==> config.mk <==
export PLATFORM = sky130hd
export DESIGN_NAME = startup_display_seq_flat
export DESIGN_NICKNAME = d
export VERILOG_FILES = /design/src/rtl/startup_display_if.sv /design/src/rtl/startup_display_seq.sv /design/src/flat_wrapper.sv
export SDC_FILE = /design/constraint.sdc
export NUM_CORES = 1
export LEC_CHECK = 0
export CAP_MARGIN = 40
export CORE_AREA = 5 5 70 72
export CTS_CLUSTER_DIAMETER = 80
export DETAILED_ROUTE_END_ITERATION = 16
export DIE_AREA = 0 0 75 77
export GPL_ROUTABILITY_DRIVEN = 0
export GPL_TIMING_DRIVEN = 0
export PLACE_DENSITY = 0.72
export SYNTH_ARGS = -nofsm -noshare
export SYNTH_HDL_FRONTEND = slang
export SYNTH_SLANG_ARGS = --single-unit
==> constraint.sdc <==
create_clock -name clk -period 3.35 [get_ports clk]
set_input_delay 0.335 -clock clk [delete_from_list [all_inputs] [get_ports clk]]
set_output_delay 0.335 -clock clk [all_outputs]
set_load 0.005 [all_outputs]
==> src/rtl/startup_display_if.sv <==
// startup_display_if: control/status bundle between the startup controller
// and the display pattern sequencer.
interface startup_display_if #(
    parameter int ADR_W = 4,
    parameter int PASS_W = 8
);
    logic start, loop, hold, abort, load_ack;
    logic load_req, nxt_adr, disp, clear, busy, done;
    logic [ADR_W-1:0] adr;
    logic [PASS_W-1:0] pass_cnt;
    modport slave (
        input start, loop, hold, abort, load_ack,
        output load_req, adr, nxt_adr, disp, clear, busy, done, pass_cnt
    );
    modport master (
        output start, loop, hold, abort, load_ack,
        input load_req, adr, nxt_adr, disp, clear, busy, done, pass_cnt
    );
endinterface

==> src/rtl/startup_display_seq.sv <==
// startup_display_seq: steps a pattern address through NPAT patterns, loading
// each over a req/ack handshake and dwelling DWELL clocks, with loop/hold/abort.
module startup_display_seq #(
    parameter int NPAT = 16,
    parameter int ADR_W = 4,
    parameter int TMR_W = 16,
    parameter int DWELL = 3000,
    parameter int PASS_W = 8,
    parameter bit AUTO_START = 1'b1
) (
    input logic clk,
    input logic rst_n,
    startup_display_if.slave bus
);
    localparam logic [ADR_W-1:0] ADR_LAST = ADR_W'(NPAT - 1);
    localparam logic [TMR_W-1:0] TMR_LAST = TMR_W'(DWELL - 1);
    typedef enum logic [2:0] {S_IDLE, S_LOAD, S_WAIT, S_NEXT, S_END} state_t;
    state_t state, nxt;
    logic [ADR_W-1:0] adr, adr_d;
    logic [PASS_W-1:0] pass_cnt, pass_d;
    logic [TMR_W-1:0] tmr, tmr_d;
    logic load_req, nxt_adr, busy, done, last;
    assign last = adr == ADR_LAST;
    always_comb begin
        nxt = state;
        adr_d = adr;
        pass_d = pass_cnt;
        tmr_d = tmr;
        case (state)
            S_IDLE: if (bus.start || AUTO_START) begin
                nxt = S_LOAD;
                adr_d = '0;
                pass_d = '0;
            end
            S_LOAD: if (bus.abort) nxt = S_END;
                else if (bus.load_ack) begin
                    nxt = S_WAIT;
                    tmr_d = '0;
                end
            S_WAIT: if (bus.abort) nxt = S_END;
                else if (!bus.hold) begin
                    nxt = tmr == TMR_LAST ? S_NEXT : S_WAIT;
                    tmr_d = tmr + 1'b1;
                end
            S_NEXT: if (bus.abort) nxt = S_END;
                else begin
                    nxt = (last && !bus.loop) ? S_END : S_LOAD;
                    adr_d = !last ? adr + 1'b1 : bus.loop ? '0 : adr;
                    pass_d = (!last || &pass_cnt) ? pass_cnt : pass_cnt + 1'b1;
                end
            S_END: if (bus.start) begin
                nxt = S_LOAD;
                adr_d = '0;
                pass_d = '0;
            end
            default: nxt = S_IDLE;
        endcase
    end
    // Outputs are registered from the next state so they line up with the state register.
    always_ff @(posedge clk or negedge rst_n) begin
        if (!rst_n) begin
            state <= S_IDLE;
            adr <= '0;
            pass_cnt <= '0;
            tmr <= '0;
            load_req <= 1'b0;
            nxt_adr <= 1'b0;
            busy <= 1'b0;
            done <= 1'b0;
        end else begin
            state <= nxt;
            adr <= adr_d;
            pass_cnt <= pass_d;
            tmr <= tmr_d;
            load_req <= nxt == S_LOAD;
            nxt_adr <= state == S_NEXT && nxt == S_LOAD;
            busy <= nxt inside {S_LOAD, S_WAIT, S_NEXT};
            done <= nxt == S_END;
        end
    end
    assign bus.load_req = load_req;
    assign bus.adr = adr;
    assign bus.nxt_adr = nxt_adr;
    assign bus.disp = busy;
    assign bus.clear = !busy;
    assign bus.busy = busy;
    assign bus.done = done;
    assign bus.pass_cnt = pass_cnt;
endmodule

==> src/flat_wrapper.sv <==
// flat-port wrapper written by rule: the top's interface ports become plain ports
module startup_display_seq_flat 
#(
    parameter int NPAT = 16,
    parameter int ADR_W = 4,
    parameter int TMR_W = 16,
    parameter int DWELL = 3000,
    parameter int PASS_W = 8,
    parameter bit AUTO_START = 1'b1
)
  (clk, rst_n, bus_start, bus_loop, bus_hold, bus_abort, bus_load_ack, bus_load_req, bus_adr, bus_nxt_adr, bus_disp, bus_clear, bus_busy, bus_done, bus_pass_cnt);
  startup_display_if #(.ADR_W(ADR_W), .PASS_W(PASS_W)) bus_i ();
  input logic clk;
  input logic rst_n;
  input wire logic [$bits(bus_i.start)-1:0] bus_start;
  input wire logic [$bits(bus_i.loop)-1:0] bus_loop;
  input wire logic [$bits(bus_i.hold)-1:0] bus_hold;
  input wire logic [$bits(bus_i.abort)-1:0] bus_abort;
  input wire logic [$bits(bus_i.load_ack)-1:0] bus_load_ack;
  output wire logic [$bits(bus_i.load_req)-1:0] bus_load_req;
  output wire logic [$bits(bus_i.adr)-1:0] bus_adr;
  output wire logic [$bits(bus_i.nxt_adr)-1:0] bus_nxt_adr;
  output wire logic [$bits(bus_i.disp)-1:0] bus_disp;
  output wire logic [$bits(bus_i.clear)-1:0] bus_clear;
  output wire logic [$bits(bus_i.busy)-1:0] bus_busy;
  output wire logic [$bits(bus_i.done)-1:0] bus_done;
  output wire logic [$bits(bus_i.pass_cnt)-1:0] bus_pass_cnt;
  assign bus_i.start = bus_start;
  assign bus_i.loop = bus_loop;
  assign bus_i.hold = bus_hold;
  assign bus_i.abort = bus_abort;
  assign bus_i.load_ack = bus_load_ack;
  assign bus_load_req = bus_i.load_req;
  assign bus_adr = bus_i.adr;
  assign bus_nxt_adr = bus_i.nxt_adr;
  assign bus_disp = bus_i.disp;
  assign bus_clear = bus_i.clear;
  assign bus_busy = bus_i.busy;
  assign bus_done = bus_i.done;
  assign bus_pass_cnt = bus_i.pass_cnt;
  startup_display_seq #(.NPAT(NPAT), .ADR_W(ADR_W), .TMR_W(TMR_W), .DWELL(DWELL), .PASS_W(PASS_W), .AUTO_START(AUTO_START)) u_core (.clk(clk), .rst_n(rst_n), .bus(bus_i));
endmodule
Figure 1. Signal metal coverage by tile.
(4 px per um) The die is cut into 15 by 15 equal tiles; dark blue is low, red is high, scaled to the fullest tile. Values are wire area over tile area, all layers added.
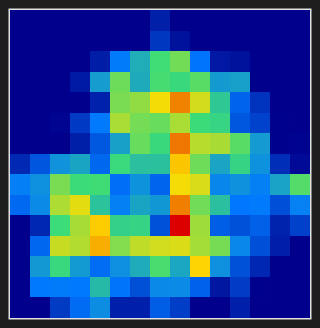
- tiles over half the peak: 20%
- mean over tiles: 0.10
- densest ninth of the die: middle

Figure 2. Routing congestion map.
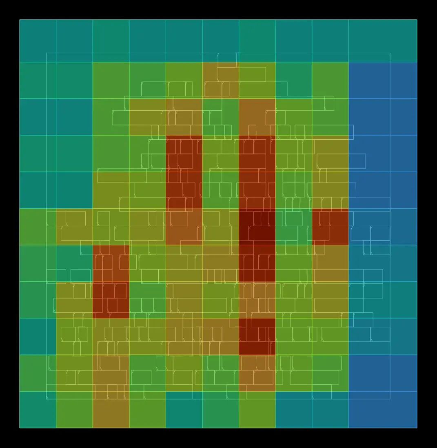
GRT Resource Usage Total: 14.7%
met3 Track Usage GR: 4.84%
met1 Use GR: 19.7%

Figure 3. Metal 3.
(6 px per um) Cells faint in the background.
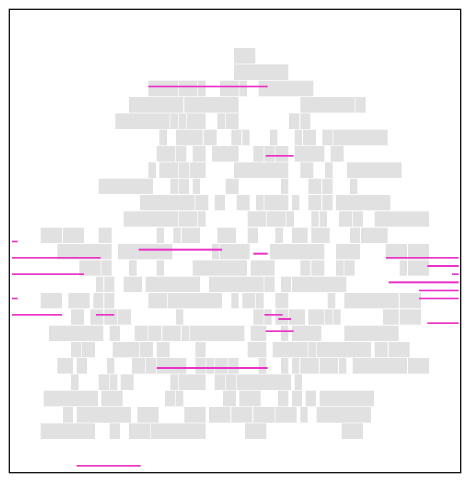
- share of all routed wire: 4.3%
- longest straight run: 19.5 um
- nets with wire on the layer: 17

Figure 4. The metal 2 layer.
(6 px per um) Cells faint in the background.
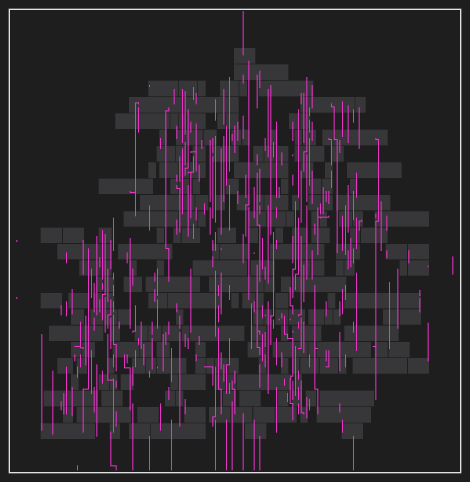
- wire length on this layer: 1630 um
- main direction: vertical
- nets with wire on the layer: 191
- share of all routed wire: 44%

Figure 5. Pin map.
(6 px per um) Pins as bars across the die edge, other pins in grey.
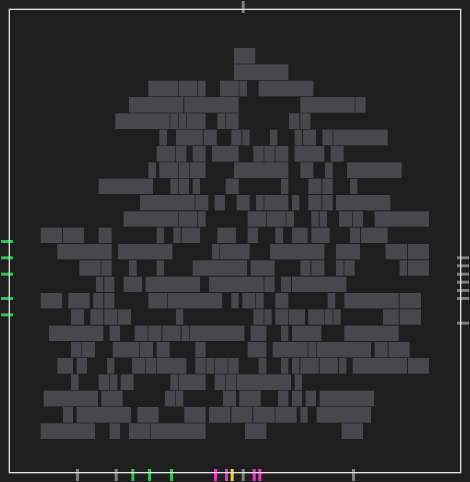
- green: `bus_pass_cnt` (pins 8; direction output; edge 5 left, 3 bottom)
- yellow: `bus_abort` (pins 1; direction input; edge bottom)
- magenta: `bus_adr` (pins 4; direction output; edge bottom)
- all pins by edge: 12 bottom, 7 right, 5 left, 1 top

==> flow_metrics.tcl <==
# flow metrics
set metrics [dict create \
    clockBufferDepth 2 \
    grt_max_degree 36 \
    hold_class "primary input to async pin" \
    dr.pass1.iters 4 \
    clk_pin_slew_ps 60 \
    top_area_cell "dfrtp_1" \
    period_used_pct 60.9 \
    outcome "complete, no violations" \
    cts_buffers 5 \
    maxClockFrequency_mhz 490 \
    edf_count 0 \
    area_growth_pct 20.8 \
    pwr-share-seq_pct 45.4 \
    seq_area_frac_synth_pct 48.9 \
    power_density_mw_per_mm2 517 \
    p_sw_share_pct 31.8 \
    hold_viol_final 0 \
    grt_pass1_vias 1423 \
    fp_util_pct 42.3 \
    antenna_cells 0 \
    crit_type "flip-flop to flip-flop" \
    routed_via_density 5.35 \
    ir_drop_uv 201 \
    pwr-share-clk_pct 24.7 \
    nets 233 \
    rows 24 \
    dp_slack_ps 1000 \
    drtAntennaViolNets 0 \
    place_hpwl_mm 2.68 \
    synth_chip_area_mm2 0.00179 \
    ios 25 \
    top_area_share_pct 48.9 \
    cts_setup_buffers 0 \
    cts-root-buf "clkbuf_8" \
    common_cells "35 x dfrtp_1, 21 x nand2_1, 20 x nor2_1" \
    cts_tree "done" \
    maxCapViolations 0 \
    dieArea_mm2 0.00578 \
    min_period_ps 2040 \
    yosys-stat-cells 192 \
    most_common_cell "dfrtp_1" \
    tns_ps 0 \
    slew_viol_final 0 \
    numSynthFlops 35 \
    leakage_uw 0.000893 \
    fin_ws_ps 1310 \
    clock_sinks 35 \
    fin_skew_ps 5.66 \
    switchingPower_uw 356 \
    layoutNonFillerInstCount 274 \
    cts_htree_levels 2 \
    synthTopCellsByArea "dfrtp_1 49%, o21ai_0 4.5%, nand2_1 4.4%, nor2_1 4.2%, xnor2_1 3.9%" \
    slew_headroom_pct 48.2 \
    drtIter0Drc 82 \
    cp.arrival_ps 2250 \
    finalSetupViolations 0 \
    internal-power_uw 763 \
    fp.dieH_um 77 \
    async_flop_share_pct 100 \
    rsz0062_at_grt "false" \
    grt_pass1_wl_mm 6.56 \
    grt_overflow 0 \
    netlist_instances 192 \
    fp_nets 202 \
    ff_type "dfrtp_1" \
    postCtsHoldBufs 0 \
    combPwrFrac_pct 29.9 \
    num_vias 1465 \
    placed_cells 268 \
    core-area_mm2 0.00423 \
    clk_latency_ps 290 \
    required_ps 3560 \
    antenna_found_initial 0 \
    wirelength_mm 3.73 \
    fill_cells 403 \
    ys_types 36 \
    port_buffers 24 \
    syn_area_per_cell_um2 9.33 \
    logic_area_um2 858 \
    end_kind "flip-flop" \
    netlist_area_mm2 0.00179 \
    cp-start-kind "flip-flop" \
    warnings 26 \
    ctsResizeCount 0 \
    crit_fanout 9 \
    drc 0 \
    flop_area_um2 876 \
    ys_warn_count 0 \
    hold_slack_ps 120 \
    r2r_slack_ps 1310 \
    drive_above_1_share_pct 6.76 \
    tightest_slew_ps 776 \
    die_w_um 75 \
    wl_per_cell_um 13.6 \
]
[final cells by class]
type / instances / share of cell area (%)
sequential: 35 / 40.5
multi-input combinational: 144 / 39.7
timing repair buffer: 24 / 10.9
clock buffer: 6 / 3.35
tap: 52 / 3.01
inverter: 8 / 1.39
buffer: 5 / 1.27
[per-layer routing]
layer / vias to the layer above / track usage (%) / part of all wire, %
met5: - / 0 / 0
li1: 755 / - / -
met1: 678 / 19.7 / 50
met3: 7 / 4.84 / 4.3
met4: 0 / 6.41 / 2.2
met2: 25 / 21.3 / 44
[registers in the layout, summed over array words and instances (netlist names)]
register	cells
u_core.bus.done	1
u_core.state	3
u_core.bus.pass_cnt	8
u_core.bus.load_req	1
u_core.bus.nxt_adr	1
u_core.tmr	16
u_core.bus.busy	1
u_core.bus.adr	4
[stage by stage]
step | total power [uW] | util, % | cell area [um2]
after floorplan | 710 | - | 1790
after detailed placement | 852 | 49.4 | 2090
final | 1120 | 51.1 | 2160
after global placement | 848 | 49.5 | 2100
after CTS | 1130 | 51.1 | 2160
after global routing | 1200 | 51.1 | 2160
[worst max-delay path, cell delays in order, from the launching register on]
cell and delay, ps:
dfrtp_1 460, nand3b_1 320, o32ai_2 340, nand4_1 300, or3_1 380, a21oi_1 160
[placed cells by master (no fill, tap or decap), types with 2 or more instances in the layout]
master	instances
xor2_1	5
buf_4	2
nand3b_1	2
a31oi_1	2
nor4_1	3
clkdlybuf4s50_1	23
a21oi_1	8
clkbuf_1	3
o22ai_1	2
or3_1	7
o21ai_0	16
o311ai_0	2
nor2_1	20
buf_2	2
inv_1	8
nor4_2	2
nor3_1	7
dfrtp_1	35
nand2_1	21
xnor2_1	8
nand4_1	11
and3_1	4
ha_1	3
nand3_1	8
clkbuf_8	5
[cell families after synthesis]
| group | share of synthesized area [%] |
|---|---|
| AND-OR/OR-AND | 11.9 |
| XOR/XNOR | 6.35 |
| adder cells (fa/ha/maj) | 2.10 |
| buffers and inverters | 3.21 |
| flip-flops | 48.9 |
| multiplexers | 0.628 |
| AND/OR/NAND/NOR | 26.9 |
[path summary, 6_finish.rpt]
| kind | endpoint | cells after the start | start |
|---|---|---|---|
| max | u_core.bus.pass_cnt[7] | 5 | u_core.state[2] |
| min | u_core.bus.adr[1] | 1 | rst_n |
| max reg2reg | u_core.bus.pass_cnt[7] | 5 | u_core.state[2] |
| min reg2reg | u_core.bus.pass_cnt[6] | 1 | u_core.bus.pass_cnt[6] |
| max in group asynchronous | u_core.tmr[14] | 1 | rst_n |
| min in group clk | u_core.bus.pass_cnt[6] | 1 | u_core.bus.pass_cnt[6] |
[power groups by stage]
stage | Combinational (uW) | Sequential (uW) | Clock, uW
after global placement | 332 | 516 | 0
after floorplan | 199 | 512 | 0
after detailed placement | 335 | 517 | 0
final | 334 | 509 | 277
after global routing | 376 | 516 | 307
after CTS | 336 | 509 | 290
Power figures rest on the tool's default switching activity, not on a simulated workload.
